<file path="config.mk">
export PLATFORM = sky130hd
export DESIGN_NAME = hwpe_stream_zero_sink
export DESIGN_NICKNAME = d
export VERILOG_FILES = /design/src/rtl/hwpe_stream_zero_sink.sv
export SDC_FILE = /design/constraint.sdc
export NUM_CORES = 1
export LEC_CHECK = 0
export ABC_CLOCK_PERIOD_IN_PS = 3900
export CAP_MARGIN = 20
export CORE_UTILIZATION = 46
export DETAILED_ROUTE_END_ITERATION = 12
export PLACE_DENSITY = 0.83
export SLEW_MARGIN = 20
export SYNTH_ARGS = -nofsm -noshare
export SYNTH_HDL_FRONTEND = slang
export SYNTH_SLANG_ARGS = --single-unit
</file>
<file path="constraint.sdc">
create_clock -name clk_i -period 3.9 [get_ports clk_i]
set_clock_uncertainty 0.05 [all_clocks]
set_input_delay 0.78 -clock clk_i [delete_from_list [all_inputs] [get_ports clk_i]]
set_output_delay 0.78 -clock clk_i [all_outputs]
set_load 0.005 [all_outputs]
</file>
<file path="src/rtl/hwpe_stream_zero_sink.sv">
// ============================================================================
// Module   : hwpe_stream_zero_sink
// Brief    : Terminating sink of the zero (shadow) stream; mirrors ready back to
//            the zero network and flags valid/strb divergence from the normal stream.
// Revision : 1.0
// ============================================================================
`default_nettype none

module hwpe_stream_zero_sink #(
  parameter int unsigned CHECK_STRB = 1,
  parameter int unsigned CNT_WIDTH  = 8,
  parameter int unsigned STRB_WIDTH = 4
) (
  input  logic                  clk_i,
  input  logic                  rst_i,
  input  logic                  clear_i,
  input  logic                  enable_i,
  // normal stream, monitored at the consumer
  input  logic                  normal_valid_i,
  input  logic                  normal_ready_i,
  input  logic [STRB_WIDTH-1:0] normal_strb_i,
  // zero stream, terminated here
  input  logic                  zero_valid_i,
  input  logic [STRB_WIDTH-1:0] zero_strb_i,
  output logic                  zero_ready_o,
  // fault reporting
  output logic                  fault_pulse_o,
  output logic                  fault_detected_o,
  output logic [1:0]            fault_kind_o,
  output logic [CNT_WIDTH-1:0]  fault_count_o
);

  localparam logic C_CHECK_STRB = (CHECK_STRB != 0);

  logic                 w_mm_v;
  logic                 w_mm_s;
  logic                 w_mm;
  logic                 w_cnt_max;

  logic                 r_pulse;
  logic                 r_detected;
  logic [1:0]           r_kind;
  logic [CNT_WIDTH-1:0] r_count;

  // Ready must stay a pure wire so both networks advance on the same cycle.
  assign zero_ready_o = normal_ready_i;

  assign w_mm_v    = normal_valid_i != zero_valid_i;
  assign w_mm_s    = C_CHECK_STRB && normal_valid_i && zero_valid_i &&
                     (normal_strb_i != zero_strb_i);
  assign w_mm      = enable_i && (w_mm_v || w_mm_s);
  assign w_cnt_max = &r_count;

  always_ff @(posedge clk_i or posedge rst_i) begin
    if (rst_i) begin
      r_pulse    <= 1'b0;
      r_detected <= 1'b0;
      r_kind     <= 2'b00;
      r_count    <= '0;
    end else if (clear_i) begin
      r_pulse    <= 1'b0;
      r_detected <= 1'b0;
      r_kind     <= 2'b00;
      r_count    <= '0;
    end else begin
      r_pulse <= w_mm;
      if (w_mm) begin
        r_detected <= 1'b1;
        // Only the first fault is classified; later ones leave the class frozen.
        if (!r_detected) begin
          r_kind <= {w_mm_s, w_mm_v};
        end
        if (!w_cnt_max) begin
          r_count <= r_count + CNT_WIDTH'(1);
        end
      end
    end
  end

  assign fault_pulse_o    = r_pulse;
  assign fault_detected_o = r_detected;
  assign fault_kind_o     = r_kind;
  assign fault_count_o    = r_count;

endmodule

`default_nettype wire

</file>
Fig. 1: run 1, cell density map
The bar under the picture is 10 um long. The die is cut into 9 by 9 equal tiles; black is low, pale yellow is high, 0 to 100% covered.
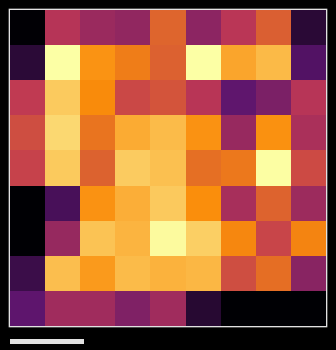
fullest tile	100%
emptiest ninth of the die	lower right
nearly empty tiles	7.4%
tiles over 75% full	35%
densest ninth of the die	centre
mean over tiles	57%

Fig. 2: run 1, routing congestion map
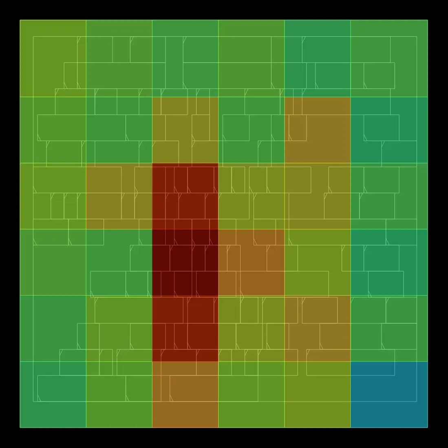
met3 global-route usage: 3.879%
global route hottest layer: met2

Fig. 3: run 1, I/O nets highlighted
The bar under the picture is 10 um long.
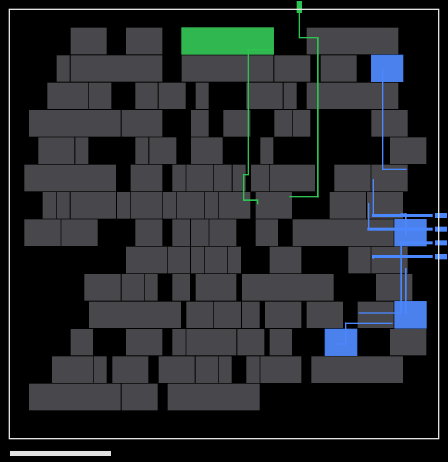
colour	port	bits	direction	end cells	buffers	wire
green	fault_pulse_o	1	output	1	1	42.4 um
blue	zero_strb_i	4	input	4	4	64.7 um
PortBufs: 25
# IOs: 28

run 1: stage by stage:
stage	setup WS, ns	std cells	power (W)	cell area [um2]	hold slack, ns
after floorplan	1.787	79	0.0001647	755.7	0.4551
after CTS	1.524	122	0.0002954	1051	0.5094
after detailed placement	1.229	118	0.0001953	1015	0.4941
final	1.463	122	0.0002937	1051	0.5058
after global routing	1.393	122	0.0003065	1051	0.5283
after global placement	1.276	118	0.0001935	1015	0.4537
run 1: sequential cells by signal (all words and copies together) (netlist names):
name              flops
fault_pulse_o         1
fault_count_o         8
fault_detected_o      1
fault_kind_o          2
run 1: cell usage after synthesis:
| master | count |
|---|---|
| mux2_2 | 4 |
| nor2b_1 | 6 |
| and2_2 | 1 |
| a311oi_1 | 1 |
| a21oi_1 | 3 |
| a2bb2oi_1 | 1 |
| inv_1 | 6 |
| o221ai_1 | 1 |
| a211oi_1 | 4 |
| dfrtp_1 | 12 |
| nand2_1 | 5 |
| mux2i_1 | 1 |
| nor4_1 | 2 |
| nand4_1 | 1 |
| buf_4 | 1 |
| nand3_1 | 4 |
| or4_1 | 1 |
| a21oi_2 | 1 |
| xor2_1 | 4 |
| and2_1 | 1 |
| o41ai_4 | 1 |
| clkbuf_1 | 1 |
| o21ai_0 | 2 |
| o211ai_1 | 1 |
| and4_1 | 1 |
| ha_1 | 2 |
| nor2_1 | 9 |
| mux2_1 | 2 |
run 1: placed cells by master, fill, tap and decap left out:
cell,instances
nand2_1,5
mux2_1,2
nor4_1,2
o21ai_0,2
clkbuf_8,1
dfrtp_1,12
nor2_1,9
and2_1,1
a311oi_1,1
nand4_1,1
a2bb2oi_1,1
and2_2,1
a21oi_2,1
and4_1,1
or4_1,1
clkbuf_4,3
ha_1,2
o41ai_4,1
xor2_1,4
inv_1,6
o211ai_1,1
a211oi_1,4
nand3_1,4
mux2i_1,1
nor2b_1,6
a21oi_1,3
mux2_2,4
o221ai_1,1
clkdlybuf4s50_1,25
run 1: critical path, delay by kind of cell:
kind | cells | cell delay, ns
simple gates | 2 | 0.69
compound gates | 2 | 0.29
buf+inv | 1 | 0.42
fa+ha+maj | 1 | 0.33
run 1: power by group through the flow:
stage	Sequential, W	Clock [W]	Combinational, W
final	0.000134	0.000101	0.0000588
after floorplan	0.000136	0	0.0000285
after global placement	0.000136	0	0.0000574
after CTS	0.000134	0.000102	0.0000593
after global routing	0.000135	0.000108	0.0000645
after detailed placement	0.000136	0	0.0000589
run 1: area by class of cell:
type	instances	area (um2)
clock buffers	4	36.28
fillers	126	473.0
inverters	6	22.52
multi-input cells	59	421.7
flip-flops and latches	12	300.3
well taps	16	20.02
repair buffers	25	250.2
run 1: final timing paths:
kind,depth (start not counted),slack [ns],from,end
worst max-delay path,6,1.46,zero_valid_i,fault_count_o[6]
worst min-delay path,2,0.51,fault_kind_o[0],fault_kind_o[0]
worst max register to register,5,2.17,fault_count_o[0],fault_count_o[5]
worst min register to register,2,0.51,fault_kind_o[0],fault_kind_o[0]
max in group asynchronous,2,2.68,rst_i,fault_pulse_o
min in group asynchronous,2,0.78,rst_i,fault_count_o[4]
==> impl_metrics.toml, run 1 <==
# implementation run metrics
[outcome]
outcome = "finished clean"

[detailed_routing]
routed_wl_um = 1775
wl_met3_um = 119
dr.pass1.iters = 5
wl_per_cell_um = 14.55
vias = 701
vias_per_cell = 5.746

[global_routing]
grt_pass1_wl_um = 2904
overflow = 0
use_met2_pct = 39.38

[yosys]
yosysUniqueCellTypes = 28
adder_share_pct = 3.311

[clocking]
cts_root_buf = "clkbuf_4"
cts_inserted_buffers = 3
hold_buffers = 0

[place]
globalplace.congestion = 0.8504

[die]
rows = 14

[critical_path]
end_kind = "register"
arrival_ns = 2.52
worstPathRequired_ns = 3.98

[final_timing]
rsz0062_at_grt = "no"
tns_ns = 0

[pwr]
p_sw_w = 0.00007540
Fig. 4: run 1, power grid
The bar under the picture is 10 um long. Pins as bars on the die edge.
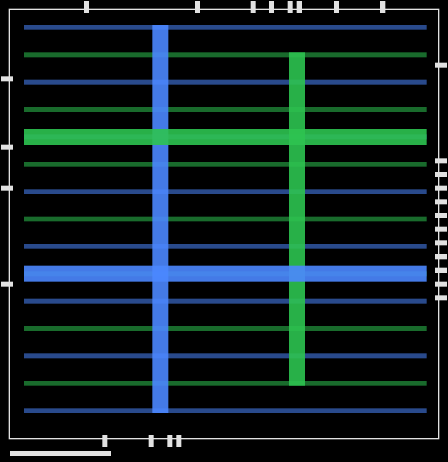

--- run 2 (diff from run 1) ---
--- a/config.mk
+++ b/config.mk
@@ -5,11 +5,11 @@
 export SDC_FILE = /design/constraint.sdc
 export NUM_CORES = 1
 export LEC_CHECK = 0
-export ABC_CLOCK_PERIOD_IN_PS = 3900
+export ABC_CLOCK_PERIOD_IN_PS = 2050
 export CAP_MARGIN = 20
-export CORE_UTILIZATION = 46
+export CORE_UTILIZATION = 38
 export DETAILED_ROUTE_END_ITERATION = 12
-export PLACE_DENSITY = 0.83
+export PLACE_DENSITY = 0.73
 export SLEW_MARGIN = 20
 export SYNTH_ARGS = -nofsm -noshare
 export SYNTH_HDL_FRONTEND = slang
==> constraint.sdc (replaced) <==
create_clock -name clk_i -period 2.05 [get_ports clk_i]
set_clock_uncertainty 0.05 [all_clocks]
set_input_delay 0.41 -clock clk_i [delete_from_list [all_inputs] [get_ports clk_i]]
set_output_delay 0.41 -clock clk_i [all_outputs]
set_load 0.005 [all_outputs]
Fig. 5: run 2, power grid
The bar under the picture is 10 um long. Pins as bars on the die edge.
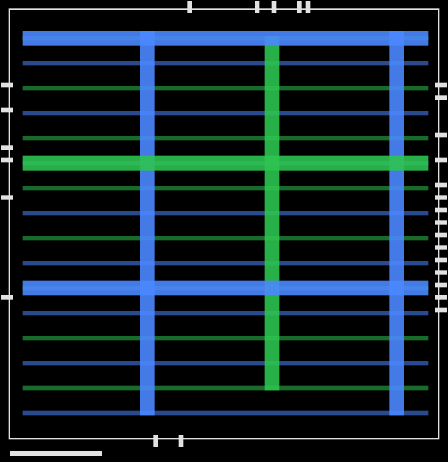
colour	net
green	VDD
blue	VSS
rows	15
met5 straps	3

==> run 2 against run 1 <==
Synthesized cell count unchanged. Sequential power increased by about 90%. Hold slack got worse by 0.11 ns. Count of clock-buffer cells in the layout unchanged. Area after synthesis unchanged. Sequential share of layout area decreased by 3.3 points. Non-clock buffer count increased by 12. Die area increased by 20%. Register-to-register slack got worse by 1.9 ns. Critical path type unchanged. Largest power group unchanged.
==> impl_metrics.toml, run 2 <==
# implementation run metrics
[outcome]
outcome = "finished clean"

[final_layout]
largest_reg_flops = 8
regArea_um2 = 300.3
mostFrequentLayoutCells = "clkdlybuf4s50_1, dfrtp_1, buf_4, nor2_1"
fill_cells = 153
layout_top_cell = "clkdlybuf4s50_1"
comb_area_um2 = 455.4

[die]
die_width_um = 46.60
rows = 15
num_io_pins = 28

[yosys]
common_cells = "dfrtp_1, nor2_1, inv_1, nor2b_1, nand2_1"
synthArstFlopShare_pct = 100.0
synth_top_cell_by_count = "dfrtp_1"
yosysUniqueCellTypes = 28
flop_cell = "dfrtp_1"
top_cell_area_share_pct = 39.74

[clocking]
tritoncts = "yes"
cts_root_buf = "clkbuf_4"
cts_inserted_buffers = 3
hold_buffers = 0

[detailed_routing]
dr.pass1.iters = 4
routed_wl_um = 1862
wl_per_cell_um = 13.02
vias_per_cell = 5.084
vias = 727

[global_routing]
grt_pass1_wl_um = 2815
busiest_layer = "met2"
grtUsageMet3_pct = 3.529
gr-usage-met1_pct = 23.74
grt_pass1_vias = 669
overflow = 0
use_met2_pct = 29.72

[place]
globalplace.congestion = 0.8318
portBuffers = 25
pre_cts_slack_ns = -0.2225

[critical_path]
crit_family = "buffers and inverters"
arrival_ns = 2.08
end_kind = "register"
crit_buf_inv = 2

[run]
warnings = 26

[final_timing]
timing.final.ws_setup_ns = 0.07705
slew_headroom_pct = 67.26

[pwr]
total_power_w = 0.0005895
Fig. 6: run 2, I/O nets highlighted
The bar under the picture is 10 um long.
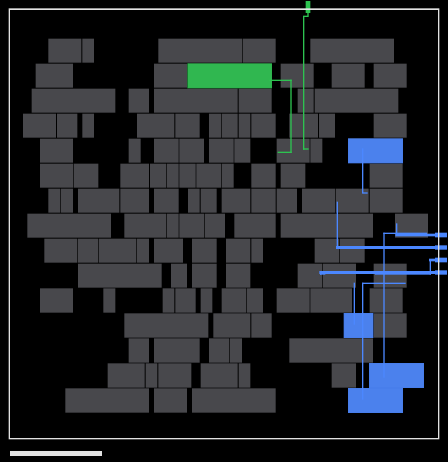
colour	port	bits	direction	end cells	buffers	wire
blue	zero_strb_i	4	input	4	4	88.8 um
green	fault_pulse_o	1	output	1	1	27.3 um

## run 2: path summary, 6_finish.rpt
path / startpoint / end / slack, ns / cells after the start
max in group asynchronous: rst_i / fault_kind_o[1] / 1.23 / 2
min in group clk_i: fault_kind_o[1] / fault_kind_o[1] / 0.49 / 2
min reg2reg: fault_kind_o[1] / fault_kind_o[1] / 0.49 / 2
max: normal_strb_i[3] / fault_count_o[5] / 0.08 / 6
min: rst_i / fault_count_o[4] / 0.40 / 2
max reg2reg: fault_count_o[0] / fault_count_o[5] / 0.30 / 5
## run 2: worst reg2reg max path: cells and delay by family (launching register included)
kind                       cells  cell delay (ns)
and+or+nand+nor                1             0.12
DFF                            1             0.42
muxes                          1             0.37
AOI/OAI and AO/OA              2             0.42
adders and majority gates      1             0.26
## run 2: per-stage QoR
step	cell area [um2]	utilization [%]	TNS (ns)	std cells	hold slack, ns
final	1186	65.83	0	143	0.3987
after floorplan	755.7	-	0	79	0.2247
after global routing	1186	65.83	0	143	0.4666
after global placement	1116	61.94	-1.154	139	0.4531
after detailed placement	1116	61.94	-1.270	139	0.4716
after CTS	1152	63.96	0	143	0.4185
## run 2: logic make-up after synthesis
family | share of synthesized area (%)
XOR/XNOR | 4.635
AND-OR/OR-AND | 16.56
flip-flops | 39.74
AND/OR/NAND/NOR | 21.03
buffers and inverters | 4.470
adder cells (fa/ha/maj) | 3.311
multiplexers | 10.26
## run 2: timing repair
| action | 4_1_cts | 5_1_grt |
|---|---|---|
| endpoints found under the setup margin | 0 | 2 |
| endpoints found under the hold margin | 0 | 0 |
| gates resized | 0 | 5 |
## run 2: power by group
part	switching (W)	leakage (nW)	internal [W]
logic	0.0000601	0.315	0.0000839
clock network	0.0000832	0.0210	0.000108
registers	0.00000815	0.164	0.000246
## run 2: routing by layer
metal | wire, um | part of all wire, % | vias up
met5 | 0 | 0 | -
met2 | 906 | 49 | 29
met1 | 817 | 44 | 342
li1 | - | - | 356
met3 | 139 | 7.5 | 0
met4 | 0 | 0 | 0
## run 2: cell type report
type / instances / share of cell area [%]
inverter: 6 / 1.899
clock buffer: 4 / 3.059
timing repair buffer: 37 / 28.69
tap: 25 / 2.637
sequential: 12 / 25.32
multi-input combinational: 59 / 38.40
No activity file was given, so power comes from the tool's default toggle rates.
